File: src/rtl/nvme_pcie_pkg.sv
// Shared constants for the NVMe-over-PCIe endpoint: request-type codes,
// CQ tuser bit offsets, the CQ decoder state encoding and the endpoint IDs.
package nvme_pcie_pkg;

  localparam logic [3:0]  MEM_RD = 4'b0000;
  localparam logic [3:0]  MEM_WR = 4'b0001;

  localparam int TUSER_FIRST_BE_LO   = 0;
  localparam int TUSER_LAST_BE_LO    = 4;
  localparam int TUSER_BYTE_EN_LO    = 8;
  localparam int TUSER_SOP           = 40;
  localparam int TUSER_DISCONTINUE   = 41;

  localparam logic [63:0] BAR0         = 64'h0000_0000_F000_0000;
  localparam logic [15:0] REQUESTER_ID = 16'h0100;
  localparam logic [15:0] COMPLETER_ID = 16'h0000;

  typedef enum logic [2:0] {
    IDLE    = 3'd0,
    RD_HOLD = 3'd1,
    RD_WAIT = 3'd2,
    WR_DATA = 3'd3,
    DROP    = 3'd4
  } cq_state_e;

  // Index of the lowest set bit; an empty mask maps to 0.
  function automatic logic [1:0] lsb4(input logic [3:0] v);
    logic [1:0] r;
    casez (v)
      4'b???1: r = 2'd0;
      4'b??10: r = 2'd1;
      4'b?100: r = 2'd2;
      4'b1000: r = 2'd3;
      default: r = 2'd0;
    endcase
    return r;
  endfunction

  // Index of the highest set bit; an empty mask maps to 0.
  function automatic logic [1:0] msb4(input logic [3:0] v);
    logic [1:0] r;
    casez (v)
      4'b1???: r = 2'd3;
      4'b01??: r = 2'd2;
      4'b001?: r = 2'd1;
      4'b0001: r = 2'd0;
      default: r = 2'd0;
    endcase
    return r;
  endfunction

  // Counter increment that sticks at all-ones.
  function automatic logic [15:0] sat_inc16(input logic [15:0] v);
    return (v == 16'hFFFF) ? v : v + 16'd1;
  endfunction

endpackage

File: src/rtl/be_byte_count.sv
// Combinational byte-count / lower-address calculation for a read request,
// derived from the first/last byte enables and the dword count.
module be_byte_count import nvme_pcie_pkg::*; (
  input  logic [3:0]  first_be,
  input  logic [3:0]  last_be,
  input  logic [10:0] dw_count,
  input  logic [4:0]  addr_hi,
  output logic [12:0] byte_count,
  output logic [6:0]  lower_addr
);

  logic [1:0]  fb_lsb_s;
  logic [1:0]  fb_msb_s;
  logic [1:0]  lb_msb_s;
  logic [12:0] dw_bytes_s;

  assign fb_lsb_s = lsb4(first_be);
  assign fb_msb_s = msb4(first_be);
  assign lb_msb_s = msb4(last_be);

  // Byte count of the request; dword count 0 stands for 1024 dwords.
  always_comb begin
    dw_bytes_s = 13'd0;
    byte_count = 13'd0;
    lower_addr = 7'd0;
    if (dw_count == 11'd0) begin
      dw_bytes_s = 13'd4096;
    end else begin
      dw_bytes_s = {dw_count, 2'b00};
    end
    if (dw_count == 11'd1) begin
      if (first_be == 4'b0000) begin
        byte_count = 13'd1;
      end else begin
        byte_count = {11'd0, fb_msb_s} - {11'd0, fb_lsb_s} + 13'd1;
      end
    end else begin
      byte_count = dw_bytes_s - {11'd0, fb_lsb_s} - (13'd3 - {11'd0, lb_msb_s});
    end
    lower_addr = {addr_hi, fb_lsb_s};
  end

endmodule

File: src/rtl/rx_cq_decoder.sv
// Completer-request receive stage: decodes CQ descriptors, issues one held
// read request at a time, streams memory-write beats and drains the rest.
module rx_cq_decoder import nvme_pcie_pkg::*; #(
  parameter int C_DATA_WIDTH        = 128,
  parameter int AXI4_CQ_TUSER_WIDTH = 85,
  parameter int KEEP_WIDTH          = C_DATA_WIDTH / 32,
  parameter int ADDR_W              = 12
) (
  input  logic                           user_clk,
  input  logic                           user_reset_n,
  input  logic                           user_lnk_up,
  input  logic [C_DATA_WIDTH-1:0]        m_axis_cq_tdata,
  input  logic [AXI4_CQ_TUSER_WIDTH-1:0] m_axis_cq_tuser,
  input  logic [KEEP_WIDTH-1:0]          m_axis_cq_tkeep,
  input  logic                           m_axis_cq_tlast,
  input  logic                           m_axis_cq_tvalid,
  output logic [21:0]                    m_axis_cq_tready,
  output logic                           req_valid,
  input  logic                           req_ready,
  output logic [15:0]                    req_requester_id,
  output logic [7:0]                     req_tag,
  output logic [2:0]                     req_tc,
  output logic [2:0]                     req_attr,
  output logic [6:0]                     req_lower_addr,
  output logic [ADDR_W-1:0]              req_addr,
  output logic [10:0]                    req_dw_count,
  output logic [12:0]                    req_byte_count,
  input  logic                           cpl_done,
  output logic                           wr_valid,
  output logic [ADDR_W-1:0]              wr_addr,
  output logic [C_DATA_WIDTH-1:0]        wr_data,
  output logic [15:0]                    wr_be,
  output logic [15:0]                    unsup_cnt
);

  cq_state_e         state_r;
  logic              tready_r;
  logic [ADDR_W-1:0] wr_addr_nxt_r;

  logic              accept_s;
  logic              sop_s;
  logic              disc_s;
  logic [3:0]        req_type_s;
  logic [ADDR_W-1:0] addr_s;
  logic [12:0]       byte_count_s;
  logic [6:0]        lower_addr_s;
  logic              unused_s;

  assign accept_s   = m_axis_cq_tvalid & tready_r;
  assign sop_s      = m_axis_cq_tuser[TUSER_SOP];
  assign disc_s     = m_axis_cq_tuser[TUSER_DISCONTINUE];
  assign req_type_s = m_axis_cq_tdata[78:75];
  assign addr_s     = {m_axis_cq_tdata[ADDR_W-1:2], 2'b00};
  assign m_axis_cq_tready = {22{tready_r}};
  assign unused_s   = ^{m_axis_cq_tkeep, m_axis_cq_tuser[AXI4_CQ_TUSER_WIDTH-1:42],
                        m_axis_cq_tuser[39:24]};

  be_byte_count u_be_byte_count (
    .first_be   (m_axis_cq_tuser[TUSER_FIRST_BE_LO +: 4]),
    .last_be    (m_axis_cq_tuser[TUSER_LAST_BE_LO +: 4]),
    .dw_count   (m_axis_cq_tdata[74:64]),
    .addr_hi    (m_axis_cq_tdata[6:2]),
    .byte_count (byte_count_s),
    .lower_addr (lower_addr_s)
  );

  // Decoder FSM with all outputs registered; link-down is a synchronous flush.
  always_ff @(posedge user_clk or negedge user_reset_n) begin
    if (!user_reset_n) begin
      state_r          <= IDLE;
      tready_r         <= 1'b0;
      wr_addr_nxt_r    <= '0;
      req_valid        <= 1'b0;
      req_requester_id <= 16'd0;
      req_tag          <= 8'd0;
      req_tc           <= 3'd0;
      req_attr         <= 3'd0;
      req_lower_addr   <= 7'd0;
      req_addr         <= '0;
      req_dw_count     <= 11'd0;
      req_byte_count   <= 13'd0;
      wr_valid         <= 1'b0;
      wr_addr          <= '0;
      wr_data          <= '0;
      wr_be            <= 16'd0;
      unsup_cnt        <= 16'd0;
    end else if (!user_lnk_up) begin
      state_r          <= IDLE;
      tready_r         <= 1'b0;
      wr_addr_nxt_r    <= '0;
      req_valid        <= 1'b0;
      req_requester_id <= 16'd0;
      req_tag          <= 8'd0;
      req_tc           <= 3'd0;
      req_attr         <= 3'd0;
      req_lower_addr   <= 7'd0;
      req_addr         <= '0;
      req_dw_count     <= 11'd0;
      req_byte_count   <= 13'd0;
      wr_valid         <= 1'b0;
      wr_addr          <= '0;
      wr_data          <= '0;
      wr_be            <= 16'd0;
      unsup_cnt        <= 16'd0;
    end else begin
      wr_valid <= 1'b0;
      case (state_r)
        IDLE: begin
          tready_r <= 1'b1;
          if (accept_s && sop_s) begin
            case (req_type_s)
              MEM_RD: begin
                if (m_axis_cq_tlast) begin
                  req_requester_id <= m_axis_cq_tdata[95:80];
                  req_tag          <= m_axis_cq_tdata[103:96];
                  req_tc           <= m_axis_cq_tdata[123:121];
                  req_attr         <= m_axis_cq_tdata[126:124];
                  req_lower_addr   <= lower_addr_s;
                  req_addr         <= addr_s;
                  req_dw_count     <= m_axis_cq_tdata[74:64];
                  req_byte_count   <= byte_count_s;
                  req_valid        <= 1'b1;
                  tready_r         <= 1'b0;
                  state_r          <= RD_HOLD;
                end else begin
                  unsup_cnt <= sat_inc16(unsup_cnt);
                  state_r   <= DROP;
                end
              end
              MEM_WR: begin
                wr_addr       <= addr_s;
                wr_addr_nxt_r <= addr_s;
                state_r       <= WR_DATA;
              end
              default: begin
                unsup_cnt <= sat_inc16(unsup_cnt);
                if (!m_axis_cq_tlast) begin
                  state_r <= DROP;
                end
              end
            endcase
          end
        end
        RD_HOLD: begin
          if (req_ready) begin
            req_valid <= 1'b0;
            state_r   <= RD_WAIT;
          end
        end
        RD_WAIT: begin
          if (cpl_done) begin
            tready_r <= 1'b1;
            state_r  <= IDLE;
          end
        end
        WR_DATA: begin
          if (accept_s) begin
            if (disc_s) begin
              unsup_cnt <= sat_inc16(unsup_cnt);
              state_r   <= m_axis_cq_tlast ? IDLE : DROP;
            end else begin
              wr_valid      <= 1'b1;
              wr_data       <= m_axis_cq_tdata;
              wr_be         <= m_axis_cq_tuser[TUSER_BYTE_EN_LO +: 16];
              wr_addr       <= wr_addr_nxt_r;
              wr_addr_nxt_r <= wr_addr_nxt_r + {{(ADDR_W-5){1'b0}}, 5'd16};
              if (m_axis_cq_tlast) begin
                state_r <= IDLE;
              end
            end
          end
        end
        DROP: begin
          if (accept_s && m_axis_cq_tlast) begin
            state_r <= IDLE;
          end
        end
        default: begin
          tready_r <= 1'b1;
          state_r  <= IDLE;
        end
      endcase
    end
  end

endmodule

File: config.mk
export PLATFORM = sky130hd
export DESIGN_NAME = rx_cq_decoder
export DESIGN_NICKNAME = d
export VERILOG_FILES = /design/src/rtl/nvme_pcie_pkg.sv /design/src/rtl/be_byte_count.sv /design/src/rtl/rx_cq_decoder.sv
export SDC_FILE = /design/constraint.sdc
export NUM_CORES = 1
export LEC_CHECK = 0
export ABC_CLOCK_PERIOD_IN_PS = 2950
export CORE_AREA = 5 5 187 189
export CTS_BUF_LIST = sky130_fd_sc_hd__clkbuf_4 sky130_fd_sc_hd__clkbuf_8 sky130_fd_sc_hd__clkbuf_16
export CTS_CLUSTER_DIAMETER = 200
export CTS_CLUSTER_SIZE = 30
export DETAILED_ROUTE_END_ITERATION = 10
export DIE_AREA = 0 0 192 194
export PLACE_DENSITY = 0.68
export SLEW_MARGIN = 5
export SYNTH_ARGS = -nofsm -noshare
export SYNTH_HDL_FRONTEND = slang
export SYNTH_SLANG_ARGS = --single-unit
File: constraint.sdc
create_clock -name user_clk -period 2.95 [get_ports user_clk]
set_input_delay 0.59 -clock user_clk [delete_from_list [all_inputs] [get_ports user_clk]]
set_output_delay 0.59 -clock user_clk [all_outputs]
set_load 0.01 [all_outputs]
==> summary.txt <==
Area Overhead vs Synth: 46.2%
# H-tree levels: 1
main logic family after synthesis: simple AND/OR/NAND/NOR gates
synth unique cells: 62
Synth area leader: dfrtp_1
Die H: 194 µm
logic area: 4240 µm²
Crit. Startpoint: m_axis_cq_tuser[3]
relative slew slack: 0.528
dpl hpwl: 27,000 µm
CTS tree: yes
HP Class: in2async
TritonCTS buffer count: 12
area of the die: 37,200 µm²
routed vias: 10,100
CP dominant cell by count: inv_1
Final setup viols: 0
Worst Path Max Fanout: 2
AND/OR/NAND/NOR Cells, Area Fraction: 0.180
Cell Chain, Critical Path: clkdlybuf4s50_1 -> a21oi_1 -> or2_2 -> inv_1 -> ha_1 -> inv_1 -> fa_1 -> ha_2 -> inv_1 -> ha_1 -> or3_1 -> o21ai_1 -> a22o_1
row cnt: 67
number of enable flip-flop cells: 0
biggest area cells: dfrtp_1 (57%), nand2_1 (11%), a21oi_1 (7.9%)
yosys stat area: 11,200 µm²
PortBufs: 426
Clock Latency Late Sink: 0.49 ns
die width: 192 µm
Reg2Reg Setup Slack: 0.56 ns
Mux area share: 0.00369
Final Power: 0.00680 W
Critical Path Stages: 13
post-route ant nets: 0
Critical Path RT: 3.37 ns
Total GRT Usage: 0.190
top cell type by instance count after synthesis: nand2_1
r2r worst-path depth: 5
largest net degree at the start of global routing: 108
area post-placement: 16,000 µm²
worst-margin pin slew: 0.706 ns
Yosys Instances: 1,183
CP Class: in2reg
hold buffer count at cts: 0
Max VDD drop: 0.321 mV
nets: 1,802
setup TNS: 0 ns
status: complete, no violations
Flops after synth: 253
FFs w/ async S/R, synth: 1.00
post-CTS resize count: 0
CTS clk-pin slew, worst paths: 0.11 ns
Reg2Reg Launch Point: state_r[1]
CP top delay family: adder cells
Worst EP arrival: 3.28 ns
final worst path period need: 2.86 ns
global route overflow: 0
CTS Root Cell: clkbuf_16
first-iteration detailed-routing DRC count: 543
syn_area_per_cell: 9.46 µm²
maxcap violations: 0
Max-area cell share: 0.566
Commonest cells post-synth: nand2_1 (334), dfrtp_1 (253), a21oi_1 (177), clkbuf_1 (56), a22o_1 (55)
clk_skew: 0.0276 ns
adder and majority gate portion of the synthesized area: 0.0148
Via density: 5.03
share of cells above drive strength 1: 0.0536
Crit-path slowest cell: fa_1
DRC: 0
FP Util: 0.338
Final Hold Vio Count: 0
number of global-route vias before repair: 9,852
CTS Sinks: 253
leakage: 6.67 nW
Pwr Density: 416 nW/µm²
GPL Wtd Cong: 0.877
Synth Area in Compound Gates: 0.175
Tcrit/Tclk final: 0.969
first-pass GRT wire length: 57,300 µm
Final Cell Area: 16,400 µm²
Mapped Area: 11,200 µm²
Post-Synthesis Cells: 1,183
core area: 33,100 µm²
initial antenna violation count: 1
fillers: 3,067
drt pass-1 iters: 5
Longest Clk Path Bufs: 3
xor+xnor area frac: 0.00391
Worst path max stage delay: 0.53 ns
f_max: 350 MHz
Ports: 493
detailed-route wire length per cell: 18.5 µm
CP startpoint kind: primary input
Register Area: 6330 µm²
Setup Fix Bufs, Post-CTS: 0
max-slew violations: 0
crit path buf inv count: 4
Worst R2R End: unsup_cnt[4]
count of tool warnings: 92
Primary FF master, synth: dfrtp_1
Syn. warnings: 0
CP endpoint kind: register
Seq share, synth: 0.566
DRT Wirelength: 37,200 µm
state kept, by name, summed over array words and instances, names as in the netlist, 6 cells and up:
name,cells
req_dw_count,11
req_tag,8
wr_be,16
req_addr,6
wr_addr_nxt_r,10
req_lower_addr,6
wr_addr,11
req_byte_count,13
wr_data,128
req_requester_id,16
unsup_cnt,16
report_power, final:
part	internal (W)	leakage [nW]	switching, W	total [W]
registers	0.00359	3.50	0.000153	0.00374
logic	0.000586	2.99	0.000532	0.00112
clock network	0.000817	0.170	0.00112	0.00194
layout make-up:
| cell class | instances | share of cell area |
|---|---|---|
| clock buffer | 13 | 0.0199 |
| inverter | 17 | 0.00405 |
| multi-input combinational | 803 | 0.259 |
| tap | 448 | 0.0343 |
| timing repair buffer | 479 | 0.294 |
| clock inverter | 1 | 0.00122 |
| antenna | 1 | 0.000153 |
| sequential | 253 | 0.387 |
metrics by stage:
stage               utilization  setup slack, ns  hold WS (ns)  std cells
global route              0.494         -0.00776         0.127       2015
floorplan                     -            0.234         0.294       1184
detailed placement        0.483           -0.349         0.473       2000
CTS                       0.494            0.159         0.101       2014
finish                    0.494           0.0909        0.0964       2015
global placement          0.483           -0.297         0.460       2000
how the worst max path moves through the flow:
stage	to	slack (ns)
after floorplan	req_byte_count[2]	0.23
after global placement	req_byte_count[2]	-0.30
after detailed placement	req_byte_count[2]	-0.35
after CTS	req_byte_count[2]	0.16
after global routing	req_byte_count[2]	-0.008
final	req_byte_count[2]	0.09
routing by layer:
metal | vias to the layer above | wire length (µm) | track usage
met5 | - | 0 | 0
met4 | 0 | 935 | 0.0436
met3 | 46 | 3270 | 0.0504
met2 | 367 | 17700 | 0.316
met1 | 4949 | 15300 | 0.249
li1 | 4774 | - | -
logic make-up after synthesis:
logic type	after synthesis
mux	4
fa+ha+maj	12
xor+xnor	5
simple gates	465
compound gates	315
flops	253
other cells	1
buf+inv	128
cell usage in the layout, fill, tap and decap left out, types with 8 or more instances in the layout:
master           netlist  final
buf_4                 30     42
clkdlybuf4s50_1        0    424
clkbuf_16              0     13
o21ai_0               28     27
ha_1                  10      9
nand3_1               19     19
a22o_1                55     55
nor3_1                11     11
dfrtp_1              253    253
o31ai_1               17     17
nand2_1              334    334
a21oi_1              177    177
nor2_1                37     37
or3_1                  9      8
or4_1                 10     10
buf_12                 0     11
inv_1                 16     15
worst reg2reg max path, stage by stage (launching register included):
cell	delay [ns]
dfrtp_1	0.60
or3b_4	0.50
a22oi_4	0.24
nand3b_4	0.24
or4_1	0.57
a21oi_1	0.16
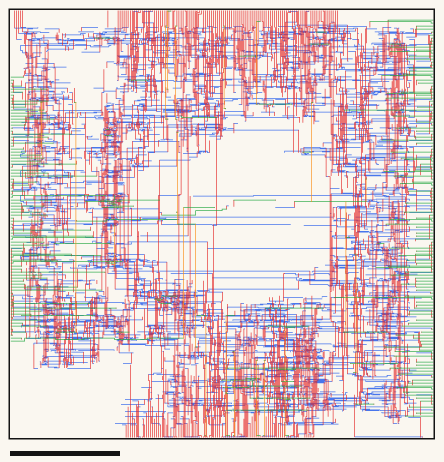
Figure 1: routed metal, one color a layer.
Bar = 50 µm.
[orange] met4 | wire length: 936 µm
[green] met3 | wire length: 3,270 µm
[blue] met1 | wire length: 15,300 µm
[red] met2 | wire length: 17,700 µm

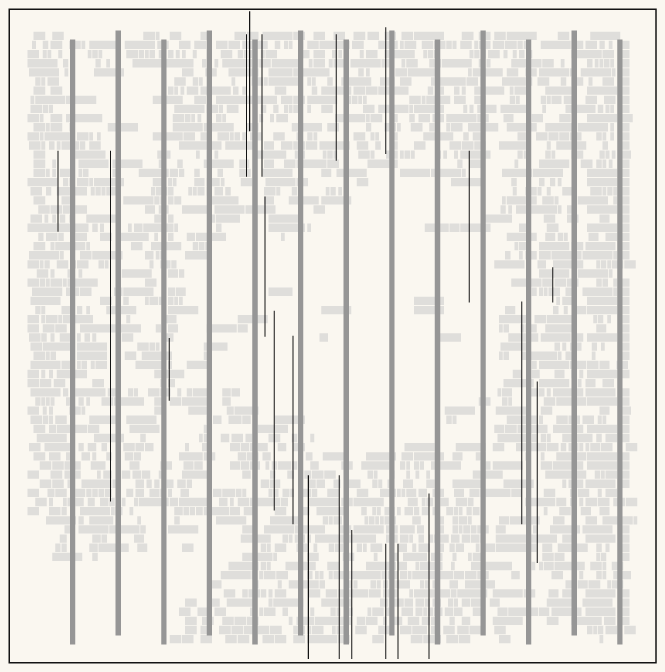
Figure 2: met4 routing.
Supply wires on this layer in gray. Cells faint in the background.
longest straight run: 104 µm
nets with wire on the layer: 17
wire length on this layer: 936 µm
share of all routed wire: 2.5%

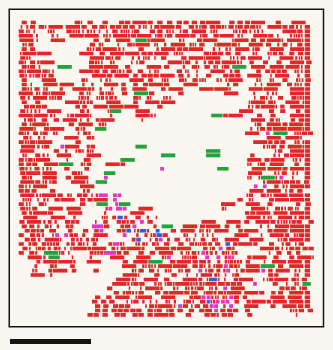
Figure 3: cell sizes after repair.
Bar = 50 µm.
[green] drive 6 and up | cells: 26 | share: 1.7% | most used: clkbuf_16
[blue] drive 2 | cells: 10 | share: 0.64% | most used: a31o_2
[red] drive 1 or less | cells: 1,482 | share: 95% | most used: clkdlybuf4s50_1
[magenta] drive 3 to 4 | cells: 48 | share: 3.1% | most used: buf_4

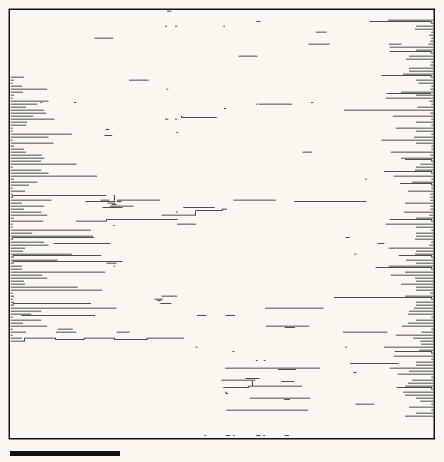
Figure 4: signal wires on met3.
Bar = 50 µm.
wire length on this layer: 3,270 µm
longest straight run: 49.5 µm

No activity file was given, so power comes from the tool's default toggle rates.
